Figure 1. Zoomed window.
Window x 74 to 124, y 91 to 141 microns. Cells in grey, sequential cells in the stronger grey; small squares are vias.
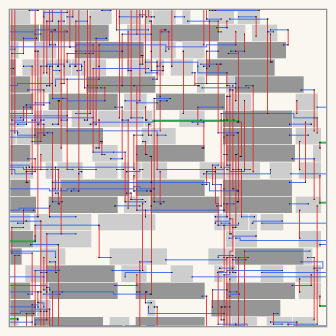
Figure 2. The metal 4 layer.
Drawn at 2 px/micron. Supply wires on this layer in grey.
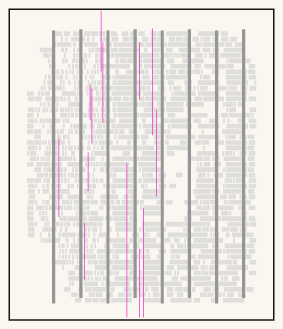
Figure 3. The metal 3 layer.
Drawn at 3 px/micron.
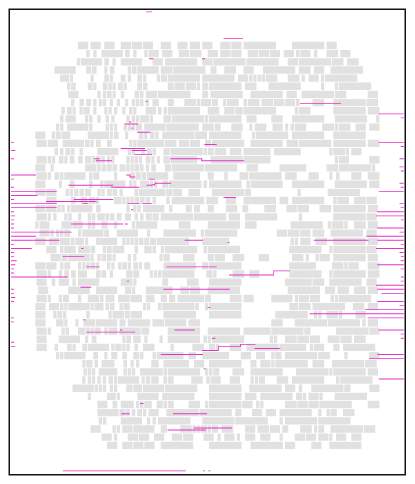
Figure 4. Clock wiring as the flow saved it.
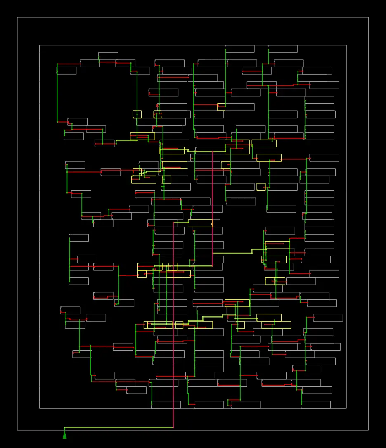
Figure 5. I/O pins on the die edge.
Drawn at 2 px/micron. Pins as bars across the die edge, other pins in grey.
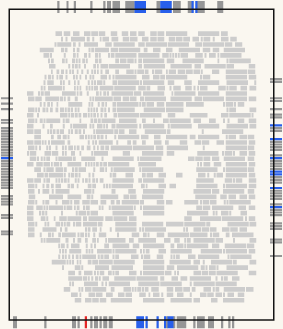
===== src/rtl/mcu_pkg.sv =====
// mcu_pkg: shared types and constants for the instruction fetch front end.
//   - fetch_state_t : fetch FSM state encoding (ST_FAULT exists only when
//                     IFETCH_ALIGN_CHK_EN is defined)
//   - fetch_entry_t : prefetch buffer payload {inst, pc}
//   - PC_INC        : sequential fetch increment
//   - MCU_RESET_PC  : default fetch address after reset
package mcu_pkg;

  localparam int unsigned XLEN          = 32;
  localparam int unsigned FETCH_ENTRY_W = 2 * XLEN;
  localparam logic [31:0] PC_INC        = 32'd4;
  localparam logic [31:0] MCU_RESET_PC  = 32'h0000_0000;

  typedef enum logic [1:0] {
    ST_RUN   = 2'd0,
    ST_HALT  = 2'd1
`ifdef IFETCH_ALIGN_CHK_EN
    ,
    ST_FAULT = 2'd2
`endif
  } fetch_state_t;

  typedef struct packed {
    logic [31:0] inst;
    logic [31:0] pc;
  } fetch_entry_t;

endpackage


===== src/rtl/ifetch_fifo.sv =====
// ifetch_fifo: synchronous prefetch buffer with flush.
// Ports:
//   clk, reset       : clock, synchronous active-high reset
//   push, wdata      : write request and data (ignored when full unless popping)
//   pop              : remove head (ignored when empty)
//   flush            : discard all entries; overrides push and pop
//   rdata            : head entry (stale when empty)
//   full, empty      : occupancy flags
// DEPTH must be a power of two so the pointers wrap naturally.
module ifetch_fifo #(
  parameter int unsigned DEPTH = 2,
  parameter int unsigned WIDTH = 64
) (
  input  logic             clk,
  input  logic             reset,
  input  logic             push,
  input  logic [WIDTH-1:0] wdata,
  input  logic             pop,
  input  logic             flush,
  output logic [WIDTH-1:0] rdata,
  output logic             full,
  output logic             empty
);

  localparam int unsigned PTR_W = $clog2(DEPTH);
  localparam int unsigned CNT_W = $clog2(DEPTH + 1);

  logic [WIDTH-1:0] r_mem [DEPTH];
  logic [PTR_W-1:0] r_wr_ptr;
  logic [PTR_W-1:0] r_rd_ptr;
  logic [CNT_W-1:0] r_count;
  logic             w_push;
  logic             w_pop;

  assign full  = (r_count == CNT_W'(DEPTH));
  assign empty = (r_count == '0);
  assign rdata = r_mem[r_rd_ptr];

  // A push into a full buffer is legal only when the head leaves the same cycle.
  assign w_pop  = pop & ~empty & ~flush;
  assign w_push = push & ~flush & (~full | (pop & ~empty));

  // Storage; cleared on reset so the head reads as zero out of reset.
  always_ff @(posedge clk) begin
    if (reset) begin
      for (int i = 0; i < int'(DEPTH); i++) begin
        r_mem[i] <= '0;
      end
    end else if (w_push) begin
      r_mem[r_wr_ptr] <= wdata;
    end
  end

  // Pointers and occupancy.
  always_ff @(posedge clk) begin
    if (reset || flush) begin
      r_wr_ptr <= '0;
      r_rd_ptr <= '0;
      r_count  <= '0;
    end else begin
      if (w_push) r_wr_ptr <= r_wr_ptr + PTR_W'(1);
      if (w_pop)  r_rd_ptr <= r_rd_ptr + PTR_W'(1);
      case ({w_push, w_pop})
        2'b10:   r_count <= r_count + CNT_W'(1);
        2'b01:   r_count <= r_count - CNT_W'(1);
        default: r_count <= r_count;
      endcase
    end
  end

endmodule


===== src/rtl/inst_fetch_ctrl.sv =====
// inst_fetch_ctrl: instruction fetch controller with prefetch buffer.
// Parameters:
//   RESET_PC : fetch address loaded on reset
//   DEPTH    : prefetch buffer entries (power of 2, 2..8)
// Ports:
//   clk, reset          : clock, synchronous active-high reset
//   imem_addr, imem_rd  : instruction memory address out / combinational data in
//   inst_valid, inst_ready, inst, inst_pc : decode handshake and head entry
//   redirect_valid, redirect_pc           : branch/jump redirect request
//   halt                : level request to stop fetching
//   fault               : misaligned redirect seen (IFETCH_ALIGN_CHK_EN only)
// Build option: IFETCH_ALIGN_CHK_EN enables the alignment check and FAULT state;
// without it, redirect_pc[1:0] is ignored (treated as zero).
module inst_fetch_ctrl
  import mcu_pkg::*;
#(
  parameter logic [31:0] RESET_PC = MCU_RESET_PC,
  parameter int unsigned DEPTH    = 2
) (
  input  logic        clk,
  input  logic        reset,
  output logic [31:0] imem_addr,
  input  logic [31:0] imem_rd,
  output logic        inst_valid,
  input  logic        inst_ready,
  output logic [31:0] inst,
  output logic [31:0] inst_pc,
  input  logic        redirect_valid,
  input  logic [31:0] redirect_pc,
`ifdef IFETCH_ALIGN_CHK_EN
  output logic        fault,
`endif
  input  logic        halt
);

  fetch_state_t                   r_state;
  logic [31:0]                    r_pc;
  fetch_entry_t                   w_wr_entry;
  fetch_entry_t                   w_rd_entry;
  logic [FETCH_ENTRY_W-1:0]       w_wr_data;
  logic [FETCH_ENTRY_W-1:0]       w_rd_data;
  logic                           w_full;
  logic                           w_empty;
  logic                           w_pop;
  logic                           w_push;
  logic                           w_redirect;
  logic [31:0]                    w_redirect_pc;

`ifdef IFETCH_ALIGN_CHK_EN
  logic r_fault;
  logic w_misaligned;

  // FAULT ignores redirects entirely.
  assign w_misaligned = |redirect_pc[1:0];
  assign w_redirect   = redirect_valid && (r_state != ST_FAULT);
  assign fault        = r_fault;
`else
  logic [1:0] w_unused_lo;

  assign w_unused_lo = redirect_pc[1:0];
  assign w_redirect  = redirect_valid;
`endif

  assign w_redirect_pc = {redirect_pc[31:2], 2'b00};
  assign imem_addr     = r_pc;
  assign inst_valid    = ~w_empty;

  // The buffer is always empty in FAULT, so the pop needs no state qualifier.
  assign w_pop  = ~w_empty && inst_ready;
  assign w_push = (r_state == ST_RUN) && ~w_redirect && (~w_full || w_pop);

  assign w_wr_entry = '{inst: imem_rd, pc: r_pc};
  assign w_wr_data  = w_wr_entry;
  assign w_rd_entry = fetch_entry_t'(w_rd_data);
  assign inst       = w_rd_entry.inst;
  assign inst_pc    = w_rd_entry.pc;

  ifetch_fifo #(
    .DEPTH (DEPTH),
    .WIDTH (FETCH_ENTRY_W)
  ) u_fifo (
    .clk   (clk),
    .reset (reset),
    .push  (w_push),
    .wdata (w_wr_data),
    .pop   (w_pop),
    .flush (w_redirect),
    .rdata (w_rd_data),
    .full  (w_full),
    .empty (w_empty)
  );

  // Fetch FSM and PC. State simply follows the halt level; a redirect
  // replaces the sequential PC update and suppresses the push.
  always_ff @(posedge clk) begin
    if (reset) begin
      r_state <= ST_RUN;
      r_pc    <= RESET_PC;
`ifdef IFETCH_ALIGN_CHK_EN
      r_fault <= 1'b0;
`endif
    end else begin
      case (r_state)
        ST_RUN, ST_HALT: begin
`ifdef IFETCH_ALIGN_CHK_EN
          if (w_redirect && w_misaligned) begin
            r_state <= ST_FAULT;
            r_fault <= 1'b1;
          end else
`endif
          begin
            r_state <= halt ? ST_HALT : ST_RUN;
            if (w_redirect) begin
              r_pc <= w_redirect_pc;
            end else if (w_push) begin
              r_pc <= r_pc + PC_INC;
            end
          end
        end
`ifdef IFETCH_ALIGN_CHK_EN
        ST_FAULT: r_state <= ST_FAULT;
`endif
        default: r_state <= ST_RUN;
      endcase
    end
  end

endmodule

===== config.mk =====
export PLATFORM = sky130hd
export DESIGN_NAME = inst_fetch_ctrl
export DESIGN_NICKNAME = d
export VERILOG_FILES = /design/src/rtl/mcu_pkg.sv /design/src/rtl/ifetch_fifo.sv /design/src/rtl/inst_fetch_ctrl.sv
export SDC_FILE = /design/constraint.sdc
export NUM_CORES = 1
export LEC_CHECK = 0
export ABC_AREA = 1
export CAP_MARGIN = 30
export CORE_ASPECT_RATIO = 1.2
export CORE_MARGIN = 8
export CORE_UTILIZATION = 53
export CTS_BUF_LIST = sky130_fd_sc_hd__clkbuf_16
export DETAILED_ROUTE_END_ITERATION = 16
export PLACE_DENSITY = 0.8
export SYNTH_ARGS = -nofsm -noshare
export SYNTH_HDL_FRONTEND = slang
export SYNTH_HIERARCHICAL = 1
export SYNTH_SLANG_ARGS = --single-unit

===== constraint.sdc =====
create_clock -name clk -period 4.36 [get_ports clk]
set_input_delay 0.872 -clock clk [delete_from_list [all_inputs] [get_ports clk]]
set_output_delay 0.872 -clock clk [all_outputs]
set_load 0.02 [all_outputs]

==> results.cfg <==
; generated from flow reports
[outcome]
status = finished clean

[place]
dpl_cell_area_sq_mm = 0.0102
pre_cts_ws_ps = 919

[drt]
drt-vias-per-instance = 5.00
wl_per_cell_microns = 15.4
ant_nets = 0

[power]
power_frac_seq = 0.490
power_density_mw_per_mm2 = 342
p_int_mw = 2.76
p_leak_nw = 4.07
power-top-group = registers
comb_power_share = 0.120
p_seq_mw = 1.81

[yosys]
syn-cell-area_sq_mm = 0.00849
syn_inst = 844
yosysWarnings = 6
synth-edff-count = 128
top_cell = nand2_1
ys_cells = 844
synth-main-ff-cell = edfxtp_1

[timing]
drv_slew = 0
timing.final.crit_share = 0.743
setup-violations-final = 0
worst_slew_pin_slew_ps = 969

[floorplanning]
die_h_microns = 155

[worst_hold_path]
hp-start = u_fifo/r_rd_ptr$_SDFFE_PP0P_
hp-class = flop to flop
min_to = u_fifo/r_rd_ptr$_SDFFE_PP0P_

[cells_and_area]
mostFrequentLayoutCell = clkdlybuf4s50_1
comb_share = 0.298
finish.instance_area_sq_mm = 0.0108
seq_share = 0.423
layout_top_cells = 161 x clkdlybuf4s50_1, 131 x nand2_1, 128 x inv_1, 128 x edfxtp_1, 91 x nor2_1
instances_no_fill = 1220

[global_route]
grt_max_degree = 65
grt_use_met2 = 0.320
grt_util_met1 = 0.221

[setup_path]
critical_path_depth = 2
reg2reg_to = u_fifo/r_mem[0][32]$_SDFFCE_PN0P_
crit_path_end_kind = output port
reg2reg_slack_ps = 1810
max_stage_delay_ps = 940

[clock_tree]
post-cts-setup-buffers = 0
cts_inserted_buffers = 17
cts_sinks = 164
About Figure 1:
- M2: red
- M3: green
- M1: blue
- most frequent: edfxtp_1 (28), clkdlybuf4s50_1 (27), mux2_2 (17)
- sequential cells in the window: 28
- cells with their middle in the window: 122
- netlist names of flops here include: u_fifo/r_mem (28)

About Figure 2:
- nets with wire on the layer: 13
- share of all routed wire: 2.6%
vias after detailed routing: 6,106
final wirelength: 18,800 microns

About Figure 3:
- longest straight run: 40.7 microns
- nets with wire on the layer: 112
- wire length on this layer: 810 microns
- main direction: horizontal
- share of all routed wire: 4.3%

About Figure 4:
sequential cell count: 164
clk_lat worst skew: 410 ps

About Figure 5:
- inst_ready: red (pins 1; direction input; edge bottom)
- inst_pc: blue (pins 32; direction output; edge 14 top, 10 bottom, 7 right, 1 left)
- all pins by edge: 45 top, 43 bottom, 42 right, 36 left

No activity file was given, so power comes from the tool's default toggle rates.
